### src/rtl/cu_pkg.sv
// -----------------------------------------------------------------------------
// cu_pkg
// Shared definitions for the multi-cycle control sequencer:
//   - cu_state_e    : sequencer states (IDLE, fetch, decode, execute, branch, HALT)
//   - OP_*          : opcode values (compared against the zero-extended opcode)
//   - ALU_*         : ALU operation codes driven on alu_op
//   - cu_strobes_t  : the Moore strobe bundle produced by cu_decode
//   - alu_for_opcode: ALU operation used by a register-register/shift opcode
// -----------------------------------------------------------------------------
package cu_pkg;

  localparam int CU_STATE_W = 5;

  typedef enum logic [CU_STATE_W-1:0] {
    IDLE,
    F0, F1, F2,
    D0,
    E0, E1, E2, E3, E4, E5, E6, E7,
    B0, B1, B2, B3, B4,
    HALT
  } cu_state_e;

  // Opcodes as integers so they compare cleanly with any OPC_W.
  localparam int OP_NOP   = 'h0;
  localparam int OP_ADD   = 'h1;
  localparam int OP_SUB   = 'h2;
  localparam int OP_AND   = 'h3;
  localparam int OP_OR    = 'h4;
  localparam int OP_XOR   = 'h5;
  localparam int OP_SHL   = 'h6;
  localparam int OP_SHR   = 'h7;
  localparam int OP_ADD2  = 'h8;
  localparam int OP_SUB2  = 'h9;
  localparam int OP_LOAD  = 'hA;
  localparam int OP_STORE = 'hB;
  localparam int OP_LINK  = 'hC;
  localparam int OP_BEQZ  = 'hD;
  localparam int OP_HALT  = 'hF;

  localparam logic [2:0] ALU_PASS = 3'b000;
  localparam logic [2:0] ALU_ADD  = 3'b001;
  localparam logic [2:0] ALU_SUB  = 3'b010;
  localparam logic [2:0] ALU_AND  = 3'b011;
  localparam logic [2:0] ALU_OR   = 3'b100;
  localparam logic [2:0] ALU_XOR  = 3'b101;
  localparam logic [2:0] ALU_SHL  = 3'b110;
  localparam logic [2:0] ALU_SHR  = 3'b111;

  typedef struct packed {
    logic       reg_r;
    logic       reg_w;
    logic       t1ce;
    logic       t1oe;
    logic       t2ce;
    logic       t2oe;
    logic       pcoe;
    logic       c1oe;
    logic       marce;
    logic       maroe;
    logic       mdrce;
    logic       mdroe;
    logic       mdrget;
    logic       mem_read;
    logic       mem_write;
    logic       irce;
    logic [2:0] alu_op;
    logic       imm_oe;
    logic       halted;
  } cu_strobes_t;

  localparam int CU_STRB_W = $bits(cu_strobes_t);

  function automatic logic [2:0] alu_for_opcode(input logic [31:0] opc);
    case (opc)
      OP_ADD, OP_ADD2: return ALU_ADD;
      OP_SUB, OP_SUB2: return ALU_SUB;
      OP_AND:          return ALU_AND;
      OP_OR:           return ALU_OR;
      OP_XOR:          return ALU_XOR;
      OP_SHL:          return ALU_SHL;
      OP_SHR:          return ALU_SHR;
      default:         return ALU_PASS;
    endcase
  endfunction

endpackage

### src/rtl/cu_decode.sv
// -----------------------------------------------------------------------------
// cu_decode
// Pure combinational map from sequencer state plus latched IR fields to the
// datapath strobe vector. Optional BEQZ strobes are built only when
// CU_BRANCH_EN is defined; otherwise B-states decode to all zeros and imm_oe
// is constant 0.
// Ports:
//   state_i     in  CU_STATE_W  current sequencer state (cu_state_e encoding)
//   opc_i       in  OPC_W       latched opcode
//   dst_i       in  REG_AW      latched destination field
//   srcx_i      in  REG_AW      latched source-x field
//   srcy_i      in  REG_AW      latched source-y field
//   strobes_o   out CU_STRB_W   packed cu_strobes_t
//   reg_addr_o  out REG_AW      register-file address (0 when unused)
// -----------------------------------------------------------------------------
module cu_decode
  import cu_pkg::*;
#(
  parameter int OPC_W  = 4,
  parameter int REG_AW = 4,
  parameter int PC_REG = 2**REG_AW - 1
) (
  input  logic [CU_STATE_W-1:0] state_i,
  input  logic [OPC_W-1:0]      opc_i,
  input  logic [REG_AW-1:0]     dst_i,
  input  logic [REG_AW-1:0]     srcx_i,
  input  logic [REG_AW-1:0]     srcy_i,
  output logic [CU_STRB_W-1:0]  strobes_o,
  output logic [REG_AW-1:0]     reg_addr_o
);

  localparam logic [REG_AW-1:0] PC_ADDR = REG_AW'(PC_REG);

  cu_state_e         st;
  logic [31:0]       opc_wide;
  logic              is_link;
  logic              is_store;
  cu_strobes_t       s;
  logic [REG_AW-1:0] ra;

  assign st       = cu_state_e'(state_i);
  assign opc_wide = 32'(opc_i);
  assign is_link  = (opc_wide == 32'(OP_LINK));
  assign is_store = (opc_wide == 32'(OP_STORE));

  always_comb begin
    // NOTE: every output gets a default before the case so no path leaves a
    // value held, which would otherwise infer a latch.
    s  = '0;
    ra = '0;
    case (st)
      F0: begin
        s.reg_r = 1'b1; s.pcoe = 1'b1; ra = PC_ADDR; s.t1ce = 1'b1; s.marce = 1'b1;
      end
      F1: begin
        s.t1oe = 1'b1; s.alu_op = ALU_ADD; s.c1oe = 1'b1; s.t2ce = 1'b1;
        s.maroe = 1'b1; s.mem_read = 1'b1; s.mdrce = 1'b1;
      end
      F2: begin
        s.mdroe = 1'b1; s.mdrget = 1'b1; s.irce = 1'b1;
      end
      D0: begin
        s.reg_w = 1'b1; s.pcoe = 1'b1; ra = PC_ADDR; s.t2oe = 1'b1; s.alu_op = ALU_PASS;
      end
      // E0..E2 are shared by the three-register ops and LINK (PC+1 -> dst).
      E0: begin
        s.reg_r = 1'b1; s.t1ce = 1'b1;
        if (is_link) begin
          s.pcoe = 1'b1; ra = PC_ADDR;
        end else begin
          ra = srcx_i;
        end
      end
      E1: begin
        s.t1oe = 1'b1; s.t2ce = 1'b1;
        if (is_link) begin
          s.c1oe = 1'b1; s.alu_op = ALU_ADD;
        end else begin
          s.reg_r = 1'b1; ra = srcy_i; s.alu_op = alu_for_opcode(opc_wide);
        end
      end
      E2, E4: begin
        s.reg_w = 1'b1; ra = dst_i; s.t2oe = 1'b1;
      end
      E3: begin
        s.reg_r = 1'b1; ra = srcx_i; s.t1oe = 1'b1; s.t2ce = 1'b1;
        s.alu_op = alu_for_opcode(opc_wide);
      end
      E5: begin
        s.reg_r = 1'b1; ra = srcx_i; s.marce = 1'b1;
      end
      E6: begin
        s.mdrce = 1'b1;
        if (is_store) begin
          s.reg_r = 1'b1; ra = dst_i;
        end else begin
          s.maroe = 1'b1; s.mem_read = 1'b1;
        end
      end
      E7: begin
        s.mdroe = 1'b1;
        if (is_store) begin
          s.maroe = 1'b1; s.mem_write = 1'b1;
        end else begin
          s.reg_w = 1'b1; ra = dst_i; s.mdrget = 1'b1;
        end
      end
`ifdef CU_BRANCH_EN
      B0: begin
        s.reg_r = 1'b1; ra = dst_i; s.t1ce = 1'b1;
      end
      B1: begin
        s.t1oe = 1'b1; s.alu_op = ALU_PASS; s.t2ce = 1'b1;
      end
      B2: begin
        s.reg_r = 1'b1; s.pcoe = 1'b1; ra = PC_ADDR; s.t1ce = 1'b1;
      end
      B3: begin
        s.t1oe = 1'b1; s.imm_oe = 1'b1; s.alu_op = ALU_ADD; s.t2ce = 1'b1;
      end
      B4: begin
        s.reg_w = 1'b1; s.pcoe = 1'b1; ra = PC_ADDR; s.t2oe = 1'b1;
      end
`endif
      HALT:    s.halted = 1'b1;
      default: ;
    endcase
  end

  assign strobes_o  = s;
  assign reg_addr_o = ra;

endmodule

### src/rtl/control_unit_mc.sv
// -----------------------------------------------------------------------------
// control_unit_mc
// Multi-cycle control sequencer for the RISC datapath. Holds the state
// register, a latched copy of the IR fields and the sticky illegal flag; all
// strobes are a Moore decode (cu_decode) of that registered state.
// Optional feature: define CU_BRANCH_EN to add BEQZ (opcode 0xD, B0..B4 and
// imm_oe). Without it 0xD is illegal, imm_oe is 0 and alu_zero is ignored.
// Ports:
//   clk, rst (async, active high), instruction [INSTR_W], mem_ready, alu_zero
//   reg_r, reg_w, reg_addr [REG_AW], t1ce, t1oe, t2ce, t2oe, pcoe, c1oe,
//   marce, maroe, mdrce, mdroe, mdrget, mem_read, mem_write, irce,
//   alu_op [3], imm_oe, halted, illegal
// -----------------------------------------------------------------------------
module control_unit_mc
  import cu_pkg::*;
#(
  parameter int INSTR_W = 16,
  parameter int OPC_W   = 4,
  parameter int REG_AW  = 4,
  parameter int PC_REG  = 2**REG_AW - 1
) (
  input  logic               clk,
  input  logic               rst,
  input  logic [INSTR_W-1:0] instruction,
  input  logic               mem_ready,
  input  logic               alu_zero,
  output logic               reg_r,
  output logic               reg_w,
  output logic [REG_AW-1:0]  reg_addr,
  output logic               t1ce,
  output logic               t1oe,
  output logic               t2ce,
  output logic               t2oe,
  output logic               pcoe,
  output logic               c1oe,
  output logic               marce,
  output logic               maroe,
  output logic               mdrce,
  output logic               mdroe,
  output logic               mdrget,
  output logic               mem_read,
  output logic               mem_write,
  output logic               irce,
  output logic [2:0]         alu_op,
  output logic               imm_oe,
  output logic               halted,
  output logic               illegal
);

  if (INSTR_W != OPC_W + 3*REG_AW) begin : g_bad_cfg
    $error("control_unit_mc: INSTR_W must equal OPC_W + 3*REG_AW");
  end

  cu_state_e          state_q;
  logic [OPC_W-1:0]   opc_q;
  logic [REG_AW-1:0]  dst_q;
  logic [REG_AW-1:0]  srcx_q;
  logic [REG_AW-1:0]  srcy_q;
  logic               illegal_q;

  logic [31:0]        opc_wide;
  logic               is_store;

  // Zero-extend so opcodes wider than 4 bits at or above 0x10 fall to default.
  assign opc_wide = 32'(opc_q);
  assign is_store = (opc_wide == 32'(OP_STORE));

`ifndef CU_BRANCH_EN
  logic unused_alu_zero;
  assign unused_alu_zero = alu_zero;
`endif

  always_ff @(posedge clk or posedge rst) begin
    if (rst) begin
      state_q   <= IDLE;
      // NOTE: the field latch is reset along with the state because the decode
      // reads it; leaving it X would propagate into reg_addr/alu_op.
      opc_q     <= '0;
      dst_q     <= '0;
      srcx_q    <= '0;
      srcy_q    <= '0;
      illegal_q <= 1'b0;
    end else begin
      // NOTE: non-blocking assignments so every register samples pre-edge
      // values regardless of statement order.
      case (state_q)
        IDLE: state_q <= F0;
        F0:   state_q <= F1;
        F1:   if (mem_ready) state_q <= F2;
        F2: begin
          state_q <= D0;
          opc_q   <= instruction[INSTR_W-1 -: OPC_W];
          dst_q   <= instruction[3*REG_AW-1 -: REG_AW];
          srcx_q  <= instruction[2*REG_AW-1 -: REG_AW];
          srcy_q  <= instruction[REG_AW-1:0];
        end
        D0: begin
          case (opc_wide)
            OP_NOP:                                 state_q <= F0;
            OP_ADD, OP_SUB, OP_AND, OP_OR, OP_XOR,
            OP_ADD2, OP_SUB2, OP_LINK:              state_q <= E0;
            OP_SHL, OP_SHR:                         state_q <= E3;
            OP_LOAD, OP_STORE:                      state_q <= E5;
            OP_HALT:                                state_q <= HALT;
`ifdef CU_BRANCH_EN
            OP_BEQZ:                                state_q <= B0;
`endif
            default: begin
              illegal_q <= 1'b1;
              state_q   <= F0;
            end
          endcase
        end
        E0: state_q <= E1;
        E1: state_q <= E2;
        E2: state_q <= F0;
        E3: state_q <= E4;
        E4: state_q <= F0;
        E5: state_q <= E6;
        // LOAD waits for the read in E6; STORE waits for the write in E7.
        E6: if (is_store || mem_ready) state_q <= E7;
        E7: if (!is_store || mem_ready) state_q <= F0;
`ifdef CU_BRANCH_EN
        B0: state_q <= B1;
        B1: state_q <= alu_zero ? B2 : F0;
        B2: state_q <= B3;
        B3: state_q <= B4;
        B4: state_q <= F0;
`endif
        HALT:    state_q <= HALT;
        default: state_q <= IDLE;
      endcase
    end
  end

  logic [CU_STRB_W-1:0] strobes;
  cu_strobes_t          strb;

  cu_decode #(
    .OPC_W  (OPC_W),
    .REG_AW (REG_AW),
    .PC_REG (PC_REG)
  ) u_decode (
    .state_i    (state_q),
    .opc_i      (opc_q),
    .dst_i      (dst_q),
    .srcx_i     (srcx_q),
    .srcy_i     (srcy_q),
    .strobes_o  (strobes),
    .reg_addr_o (reg_addr)
  );

  assign strb      = cu_strobes_t'(strobes);
  assign reg_r     = strb.reg_r;
  assign reg_w     = strb.reg_w;
  assign t1ce      = strb.t1ce;
  assign t1oe      = strb.t1oe;
  assign t2ce      = strb.t2ce;
  assign t2oe      = strb.t2oe;
  assign pcoe      = strb.pcoe;
  assign c1oe      = strb.c1oe;
  assign marce     = strb.marce;
  assign maroe     = strb.maroe;
  assign mdrce     = strb.mdrce;
  assign mdroe     = strb.mdroe;
  assign mdrget    = strb.mdrget;
  assign mem_read  = strb.mem_read;
  assign mem_write = strb.mem_write;
  assign irce      = strb.irce;
  assign alu_op    = strb.alu_op;
  assign imm_oe    = strb.imm_oe;
  assign halted    = strb.halted;
  assign illegal   = illegal_q;

endmodule

### config.mk
export PLATFORM = sky130hd
export DESIGN_NAME = control_unit_mc
export DESIGN_NICKNAME = d
export VERILOG_FILES = /design/src/rtl/cu_pkg.sv /design/src/rtl/cu_decode.sv /design/src/rtl/control_unit_mc.sv
export SDC_FILE = /design/constraint.sdc
export NUM_CORES = 1
export LEC_CHECK = 0
export CORE_AREA = 2 2 64 66
export DETAILED_ROUTE_END_ITERATION = 8
export DIE_AREA = 0 0 66 68
export PLACE_DENSITY = 0.75
export SLEW_MARGIN = 15
export SYNTH_ARGS = -nofsm -noshare
export SYNTH_HDL_FRONTEND = slang
export SYNTH_SLANG_ARGS = --single-unit
### constraint.sdc
create_clock -name clk -period 1.7 [get_ports clk]
set_input_delay 0.34 -clock clk [delete_from_list [all_inputs] [get_ports clk]]
set_output_delay 0.34 -clock clk [all_outputs]
set_load 0.01 [all_outputs]
==> run notes <==
Implementation numbers.

- The mux cell area share after synthesis reads 13.71%.
- Per the TritonCTS log, the buffer count is 3.
- The largest net degree at the start of global routing is 23.
- The CTS tree is yes.
- The via-per-instance ratio reads 5.515.
- Per the CTS log, the buffer count on the longest clock path is 2.
- The leakage power reads approximately 1.4 nW.
- The worst ir drop on vdd reads ~0.0013 V.
- The portion of the post-synthesis area used by sequential elements reads 34.67%.
- The instance count on the critical path reads 7.
- The fill cell total of the finished layout is about 240.
- The count of cells in the finished layout, fillers not included, comes to 324.
- Per STA, the worst path is made up of buf_6, inv_1, buf_4, a21o_1, a21oi_1, o21bai_1, clkdlybuf4s15_2.
- The final report lists the setup-violating endpoint count as 44.
- In this run the maximum-capacitance check reported violations numbering 0.
- Checking hold timing, the worst path is listed with class input pin to asynchronous set/reset pin.
- For reference, simple AND, OR, NAND and NOR cells occupy 23.64% of the area reported after synthesis.
- The report lists the number of standard-cell rows as 23.
- The via count of the first global-routing pass is 1892.
- In the final layout, the share of cells above drive strength 1 is approximately two thirds.
- The sum of overflow across all layers after global routing is 0.
- Pins over their slew limit in the final report were tallied at 0.
- For the finished layout, the period the worst path requires is 2.223 ns.
- The clock insertion delay at the later pin of the skew report reads 0.26 ns.
- The number of detailed-routing iterations run before antenna repair is 4.
- The clock root buffer reads sky130_fd_sc_hd__clkbuf_8.
- The synthesized netlist cell count is between 150 and 200.
- Per the gpl log, the routability congestion estimate is 0.8975.
- The area fraction in compound gates after synthesis reads 19.07%.
- The area enclosed by the die boundary reads 4488 sq um.
- The post-synth area from yosys stat is 1588 sq um.
- The final cycle utilization of the critical path reads 130.8%.
- The per-cell routed wire length is slightly below 20 um.
- The number of warnings reported in the stage logs is 30.
- The final layout contains 296 nets.
- The flow reported a cell area power density of 2147 nW/um^2.
- In the routed design, unresolved DRC markers number 0.
- The final worst-path setup slack reads -0.5235 ns.
- Per the OpenROAD floorplan log, the height of the die is 68 um.
- The flow ran to the end, but the final reports show violations.
- The highest net fanout along the worst path is 8.
- The mean instance size in the synthesized netlist is between 10 and 15 sq um.
- The achievable frequency is approximately 0.45 GHz.
- The cell type of the slowest stage on the worst timing path reads sky130_fd_sc_hd__dfrtp_2.
- For this run the detailed placement stage logged an HPWL of 3563 um.
- The number of unique standard cell types used by synthesis reads 58.
- The critical path buffer and inverter count reads 4.
- The area fraction in full adders, half adders and majority gates is 0%.
- Yosys mapped a number of flops with a built-in enable equal to 0.
- The global routing report lists combined usage of all routing layers as 25.48%.
- The number of antenna violations at the first check in global routing is 0.
- The antenna diode instance count is 0.
- The first global-routing pass estimated 8673 um of wire.
- The number of input and output port buffers inserted reads 43.
- The width of the die reads 66 um.
- The critical setup path kind reads flop to primary output.
- Per the placement report, the placed cell count is 282.
- The total number of yosys warnings reads 0.
- Setup repair after global routing could not meet its margin everywhere.
- The final reports fail on setup timing.
- The cts-stage hold buffer count reads 0.
- The summed instance area of the synthesized netlist reads 1588 sq um.
- The dominant register cell in the synthesized netlist reads sky130_fd_sc_hd__dfrtp_1.
- The post-detailed-routing wire length reads about 6300 um.
- The number of clock sinks seen by CTS is 22.
- The most common cell after layout, fill and taps aside reads sky130_fd_sc_hd__buf_4.
- The critical path required time is 1.36 ns.
- The critical path endpoint category reads a primary output.
- The number of cells reported by Yosys stat comes to 155.
- Ranking logic cells in the layout by count gives the top entries sky130_fd_sc_hd__buf_4, sky130_fd_sc_hd__buf_6, sky130_fd_sc_hd__clkdlybuf4s50_1.
- Synthesis produced a netlist with a net count of 175.
- The family with the most delay on the worst path reads buffers and inverters.
- The tally of nets with antenna violations remaining after routing is 0.
- The total number of H-tree levels reads 1.
- The number of DRC markers in iteration 0 reads 115.
- The final hold violation count recorded for this run is 0.
- The proportion of synthesized flip-flops having asynchronous set or reset reads 100.0%.
- The post-synthesis sequential element count reads 22.
- The data arrival time of the critical path is between 1.5 and 2 ns.
- The stage delay of the slowest cell on the critical path is 0.48 ns.
worst register-to-register path, stage by stage, from the launching register on:
cell and delay, ns:
sky130_fd_sc_hd__dfrtp_2 0.47, sky130_fd_sc_hd__buf_6 0.14, sky130_fd_sc_hd__buf_6 0.11, sky130_fd_sc_hd__buf_8 0.13, sky130_fd_sc_hd__nor2_4 0.12, sky130_fd_sc_hd__buf_6 0.11
sky130_fd_sc_hd__nand3_4 0.11, sky130_fd_sc_hd__buf_4 0.17, sky130_fd_sc_hd__buf_6 0.10, sky130_fd_sc_hd__buf_6 0.12, sky130_fd_sc_hd__mux2_1 0.31
metrics by stage:
stage               power (mW)  hold WS [ns]  setup slack (ns)  setup TNS (ns)  instance area (sq um)
floorplan                2.932        0.3292         -0.004611        -0.01845                   1593
global placement         4.533        0.4604           -0.5731          -9.874                   2352
detailed placement       4.605        0.4694           -0.5956          -10.29                   2352
CTS                      5.541        0.4115           -0.4798          -8.089                   2725
global route             6.776        0.4403           -0.5862          -14.39                   3004
finish                   6.450        0.4091           -0.5235          -12.11                   3004
power by group:
part           total, mW  internal [mW]  switching [mW]
Clock              0.326          0.158           0.167
Sequential          1.07          0.798           0.274
Combinational       5.05           2.87            2.19
Total               6.45           3.82            2.63
state kept, by name, indices dropped and copies added, names as in the netlist:
name / flops
state_q: 5
dst_q: 4
opc_q: 4
srcx_q: 4
srcy_q: 4
illegal: 1
repair_timing:
item | 4_1_cts | 5_1_grt
pin swaps | 25 | 22
cloned | 0 | 1
gates resized | 148 | 58
setup endpoints to repair | 40 | 42
buffers inserted | 32 | 19
cell families (layout without fill, tap and decap cells):
kind of cell,count (synthesis),after routing
buf+inv,22,141
mux,17,17
simple gates,52,52
other cells,1,1
xor+xnor,2,2
flops,22,22
compound gates,39,39
synth_stat cells, types with 5 or more instances:
cell type | count | area [sq um]
sky130_fd_sc_hd__a21oi_1 | 5 | 25.02
sky130_fd_sc_hd__buf_4 | 5 | 37.54
sky130_fd_sc_hd__mux2_2 | 7 | 78.83
sky130_fd_sc_hd__inv_1 | 9 | 33.78
sky130_fd_sc_hd__nand3_1 | 7 | 35.03
sky130_fd_sc_hd__nor2_1 | 7 | 26.28
sky130_fd_sc_hd__mux2_4 | 7 | 105.1
sky130_fd_sc_hd__o21ai_0 | 5 | 25.02
sky130_fd_sc_hd__dfrtp_1 | 22 | 550.5
path summary, 6_finish.rpt:
path / start / endpoint / slack (ns)
setup / recovery: state_q[0] / reg_r / -0.52
hold / removal: rst / srcx_q[0] / 0.41
setup reg to reg: state_q[3] / opc_q[2] / -0.32
hold reg to reg: illegal / illegal / 0.49
max in group asynchronous: rst / state_q[0] / 1.05
min in group clk: illegal / illegal / 0.49
layer usage:
layer / wire length, um / part of all wire (%) / GRT usage [%]
met3: 340 / 5.4 / 3.289
met5: 0 / 0 / 0
met1: 2307 / 37 / 27.53
met2: 3409 / 54 / 48.86
met4: 242 / 3.8 / 12.76
layout make-up:
class,count,area (sq um),area share [%]
Clock buffer,3,41.29,1.374
Sequential cell,22,555.5,18.49
Tap cell,50,62.56,2.082
Inverter,9,41.29,1.374
Timing Repair Buffer,129,1185,39.44
Multi-Input combinational cell,111,1119,37.23
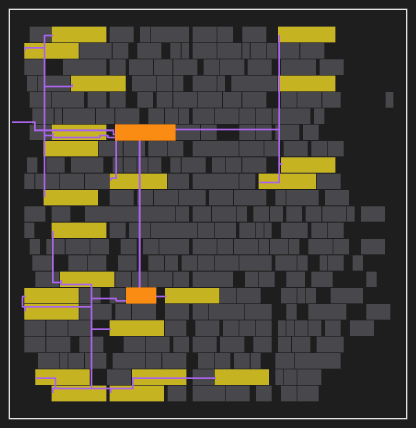
**Above:** clock network drawn from the DEF.
Drawn at 6 px/um.
- flip-flops: yellow (count 22)
- cells driving clock nets: orange (count 3)
- clock wires: purple (length 266 um)
- flops lie: all over the die
- routed clock nets: 4
reported clock group power: 326 uW
worst clock skew on the final layout: 0.002949 ns

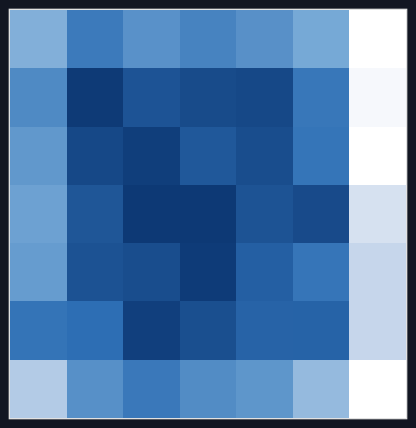
**Above:** placement density heat map.
Drawn at 6 px/um. 7 x 7 tiles, from white (low) to dark blue (high), 0 to 100% covered.
- densest ninth of the die: middle
- nearly empty tiles: 6.1%
- tiles over 75% full: 45%
- fullest tile: 97%
floorplan core area: 3856 sq um
Post-Route Utilization: 77.90%
floorplan core density: 41.17%

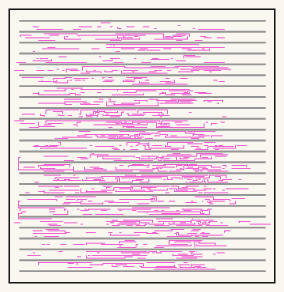
**Above:** signal wires on met1.
Drawn at 4 px/um. Supply wires on this layer in grey.
- nets with wire on the layer: 260
- main direction: horizontal
GR Layer Usage met1: 27.53%
overall via count from detail_route: 1787

Power and IR drop assume default switching activity.
